===== src/rtl/display_scan_if.sv =====
// Scanned 7-segment input lines and decoded frame outputs of display_scan_decoder.
// master drives the scan lines; slave is the decoder.
interface display_scan_if;
    logic [7:0]  seg_in;
    logic [3:0]  sel_in;
    logic [15:0] digits_out;
    logic [3:0]  dp_out;
    logic [3:0]  err_mask;
    logic        frame_valid;
    logic        proto_err;
    logic        stale;

    modport master (
        output seg_in,
        output sel_in,
        input  digits_out,
        input  dp_out,
        input  err_mask,
        input  frame_valid,
        input  proto_err,
        input  stale
    );

    modport slave (
        input  seg_in,
        input  sel_in,
        output digits_out,
        output dp_out,
        output err_mask,
        output frame_valid,
        output proto_err,
        output stale
    );
endinterface


===== src/rtl/display_scan_decoder.sv =====
// Receive side of a 4-digit multiplexed 7-segment scan: samples stable digits,
// decodes them to hex and publishes one complete frame per scan.
module display_scan_decoder #(
    parameter int SYNC_STAGES    = 2,
    parameter int STABLE_CYCLES  = 4,
    parameter int TIMEOUT        = 65536,
    parameter bit SEG_ACTIVE_LOW = 1'b0,
    parameter bit SEL_ACTIVE_LOW = 1'b0
) (
    input logic          clk,
    input logic          rst_n,
    display_scan_if.slave bus
);
    typedef enum logic {HUNT, CAP} state_e;

    localparam int CW = $clog2(STABLE_CYCLES + 1) + 1;
    localparam int TW = $clog2(TIMEOUT + 1);
    localparam logic [11:0] POL = {{4{SEL_ACTIVE_LOW}}, {8{SEG_ACTIVE_LOW}}};

    logic [11:0] raw_s;

    generate
        if (SYNC_STAGES == 0) begin : g_nosync
            assign raw_s = {bus.sel_in, bus.seg_in};
        end else begin : g_sync
            logic [11:0] sync_q [SYNC_STAGES];
            always_ff @(posedge clk) begin
                if (!rst_n) begin
                    for (int i = 0; i < SYNC_STAGES; i++) sync_q[i] <= '0;
                end else begin
                    sync_q[0] <= {bus.sel_in, bus.seg_in};
                    for (int i = 1; i < SYNC_STAGES; i++) sync_q[i] <= sync_q[i-1];
                end
            end
            assign raw_s = sync_q[SYNC_STAGES-1];
        end
    endgenerate

    logic [11:0] cur;
    logic [3:0]  sel;
    logic [7:0]  seg;
    logic        onehot;

    assign cur    = raw_s ^ POL;
    assign sel    = cur[11:8];
    assign seg    = cur[7:0];
    assign onehot = (sel != 4'd0) && ((sel & (sel - 4'd1)) == 4'd0);

    function automatic logic [4:0] dec7(input logic [6:0] p);
        logic [4:0] r;
        case (p)
            7'h3F:   r = 5'h00;
            7'h06:   r = 5'h01;
            7'h5B:   r = 5'h02;
            7'h4F:   r = 5'h03;
            7'h66:   r = 5'h04;
            7'h6D:   r = 5'h05;
            7'h7D:   r = 5'h06;
            7'h07:   r = 5'h07;
            7'h7F:   r = 5'h08;
            7'h6F:   r = 5'h09;
            7'h77:   r = 5'h0A;
            7'h7C:   r = 5'h0B;
            7'h39:   r = 5'h0C;
            7'h5E:   r = 5'h0D;
            7'h79:   r = 5'h0E;
            7'h71:   r = 5'h0F;
            default: r = 5'h10;
        endcase
        return r;
    endfunction

    state_e      state_q;
    logic [1:0]  exp_q;
    logic [11:0] prev_q;
    logic [CW-1:0] cnt_q, cnt_d;
    logic [TW-1:0] idle_q, idle_d;
    logic [15:0] stg_dig_q, digits_q;
    logic [3:0]  stg_dp_q, stg_err_q, dp_q, err_q;
    logic        fv_q, pe_q, stale_q;

    logic [1:0]  idx;
    logic [4:0]  dec;
    logic [3:0]  nib;
    logic        derr;
    logic        dp;
    logic        sample;

    // Blanking and multi-select patterns pin the dwell count at zero.
    always_comb begin
        cnt_d = '0;
        if (onehot && (cur == prev_q)) begin
            if (cnt_q == CW'(STABLE_CYCLES)) cnt_d = cnt_q;
            else                             cnt_d = cnt_q + CW'(1);
        end
    end

    assign sample = onehot && (cnt_d == CW'(STABLE_CYCLES - 1));

    always_comb begin
        idx = 2'd0;
        if (onehot) begin
            unique case (1'b1)
                sel[0]:  idx = 2'd0;
                sel[1]:  idx = 2'd1;
                sel[2]:  idx = 2'd2;
                sel[3]:  idx = 2'd3;
                default: idx = 2'd0;
            endcase
        end
    end

    assign dec  = dec7(seg[6:0]);
    assign nib  = dec[3:0];
    assign derr = dec[4];
    assign dp   = seg[7];

    always_comb begin
        idle_d = '0;
        if (!sample) begin
            if (idle_q == TW'(TIMEOUT)) idle_d = idle_q;
            else                        idle_d = idle_q + TW'(1);
        end
    end

    always_ff @(posedge clk) begin
        if (!rst_n) begin
            state_q   <= HUNT;
            exp_q     <= 2'd0;
            prev_q    <= '0;
            cnt_q     <= '0;
            idle_q    <= '0;
            stg_dig_q <= '0;
            stg_dp_q  <= '0;
            stg_err_q <= '0;
            digits_q  <= '0;
            dp_q      <= '0;
            err_q     <= '0;
            fv_q      <= 1'b0;
            pe_q      <= 1'b0;
            stale_q   <= 1'b0;
        end else begin
            prev_q  <= cur;
            cnt_q   <= cnt_d;
            idle_q  <= idle_d;
            stale_q <= (idle_d == TW'(TIMEOUT));
            fv_q    <= 1'b0;
            pe_q    <= 1'b0;
            if (sample) begin
                unique case (state_q)
                    HUNT: begin
                        if (idx == 2'd0) begin
                            stg_dig_q[3:0] <= nib;
                            stg_dp_q[0]    <= dp;
                            stg_err_q[0]   <= derr;
                            exp_q          <= 2'd1;
                            state_q        <= CAP;
                        end
                    end
                    CAP: begin
                        if (idx == exp_q) begin
                            stg_dig_q[{exp_q, 2'b00} +: 4] <= nib;
                            stg_dp_q[exp_q]  <= dp;
                            stg_err_q[exp_q] <= derr;
                            if (exp_q == 2'd3) begin
                                // Last digit bypasses staging so the frame lands one edge earlier.
                                digits_q <= {nib, stg_dig_q[11:0]};
                                dp_q     <= {dp, stg_dp_q[2:0]};
                                err_q    <= {derr, stg_err_q[2:0]};
                                fv_q     <= 1'b1;
                                state_q  <= HUNT;
                            end else begin
                                exp_q <= exp_q + 2'd1;
                            end
                        end else if (idx == 2'd0) begin
                            stg_dig_q[3:0] <= nib;
                            stg_dp_q[0]    <= dp;
                            stg_err_q[0]   <= derr;
                            exp_q          <= 2'd1;
                            pe_q           <= 1'b1;
                        end else begin
                            pe_q    <= 1'b1;
                            state_q <= HUNT;
                        end
                    end
                    default: state_q <= HUNT;
                endcase
            end
        end
    end

    assign bus.digits_out  = digits_q;
    assign bus.dp_out      = dp_q;
    assign bus.err_mask    = err_q;
    assign bus.frame_valid = fv_q;
    assign bus.proto_err   = pe_q;
    assign bus.stale       = stale_q;
endmodule

===== src/flat_wrapper.sv =====
// flat-port wrapper written by rule: the top's interface ports become plain ports
module display_scan_decoder_flat 
#(
    parameter int SYNC_STAGES    = 2,
    parameter int STABLE_CYCLES  = 4,
    parameter int TIMEOUT        = 65536,
    parameter bit SEG_ACTIVE_LOW = 1'b0,
    parameter bit SEL_ACTIVE_LOW = 1'b0
)
  (clk, rst_n, bus_seg_in, bus_sel_in, bus_digits_out, bus_dp_out, bus_err_mask, bus_frame_valid, bus_proto_err, bus_stale);
  display_scan_if bus_i ();
  input logic clk;
  input logic rst_n;
  input wire logic [$bits(bus_i.seg_in)-1:0] bus_seg_in;
  input wire logic [$bits(bus_i.sel_in)-1:0] bus_sel_in;
  output wire logic [$bits(bus_i.digits_out)-1:0] bus_digits_out;
  output wire logic [$bits(bus_i.dp_out)-1:0] bus_dp_out;
  output wire logic [$bits(bus_i.err_mask)-1:0] bus_err_mask;
  output wire logic [$bits(bus_i.frame_valid)-1:0] bus_frame_valid;
  output wire logic [$bits(bus_i.proto_err)-1:0] bus_proto_err;
  output wire logic [$bits(bus_i.stale)-1:0] bus_stale;
  assign bus_i.seg_in = bus_seg_in;
  assign bus_i.sel_in = bus_sel_in;
  assign bus_digits_out = bus_i.digits_out;
  assign bus_dp_out = bus_i.dp_out;
  assign bus_err_mask = bus_i.err_mask;
  assign bus_frame_valid = bus_i.frame_valid;
  assign bus_proto_err = bus_i.proto_err;
  assign bus_stale = bus_i.stale;
  display_scan_decoder #(.SYNC_STAGES(SYNC_STAGES), .STABLE_CYCLES(STABLE_CYCLES), .TIMEOUT(TIMEOUT), .SEG_ACTIVE_LOW(SEG_ACTIVE_LOW), .SEL_ACTIVE_LOW(SEL_ACTIVE_LOW)) u_core (.clk(clk), .rst_n(rst_n), .bus(bus_i));
endmodule

===== config.mk =====
export PLATFORM = sky130hd
export DESIGN_NAME = display_scan_decoder_flat
export DESIGN_NICKNAME = d
export VERILOG_FILES = /design/src/rtl/display_scan_if.sv /design/src/rtl/display_scan_decoder.sv /design/src/flat_wrapper.sv
export SDC_FILE = /design/constraint.sdc
export NUM_CORES = 1
export LEC_CHECK = 0
export ABC_AREA = 1
export CORE_MARGIN = 8
export CORE_UTILIZATION = 30
export CTS_BUF_LIST = sky130_fd_sc_hd__clkbuf_8
export DETAILED_ROUTE_END_ITERATION = 12
export PLACE_DENSITY_LB_ADDON = 0.3
export SLEW_MARGIN = 20
export SYNTH_ARGS = -nofsm -noshare
export SYNTH_HDL_FRONTEND = slang
export SYNTH_SLANG_ARGS = --single-unit

===== constraint.sdc =====
create_clock -name clk -period 5.24 [get_ports clk]
set_input_delay 1.31 -clock clk [delete_from_list [all_inputs] [get_ports clk]]
set_output_delay 1.31 -clock clk [all_outputs]
set_load 0.05 [all_outputs]

==> images/layer_met3.png <==
Drawn at 2 px/um.
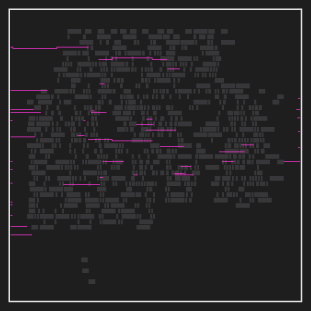
The wires run mostly horizontal. The longest straight run is 22.1 um.
drt total wl: 10.7 mm
met3 Use GR: 2.92%

==> images/flops_by_reg.png <==
Drawn at 2 px/um. Other sequential cells in the stronger gray, the rest of the logic in the fainter gray.
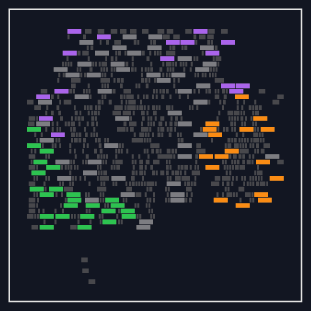
Purple is u_core.bus.digits_out, placed flops 16. Green is u_core.g_sync.sync_q, placed flops 24. Orange is u_core.idle_q, placed flops 17, where right middle.
Another 48 sequential cells are not colored.

==> results.json <==
{
  "status": "complete, no violations",
  "edf_count": 0,
  "required_ps": 3930,
  "synthArstFlopShare_pct": 0,
  "use_met1_pct": 13.3,
  "port_buffers": 40,
  "holdPathEnd": "u_core.g_sync.sync_q[0][22]",
  "p_sw_share_pct": 25.9,
  "fp.dieH_um": 145,
  "p_leak_nw": 2.81,
  "period_minus_slack_ps": 2860,
  "cts_hold_buffers": 0,
  "seqAreaFraction_pct": 36.3,
  "flop_area_sq_um": 2100,
  "hold_path_class": "register to register",
  "ys_ff": 105,
  "wl_met2_mm": 4.91,
  "synth-simple-area-share_pct": 36.4,
  "largest_reg_flops": 24,
  "fin_skew_ps": 11.1,
  "wl_met1_mm": 5.42,
  "power_density_nw_per_um2": 241,
  "synthXorXnorAreaFrac_pct": 2.59
}
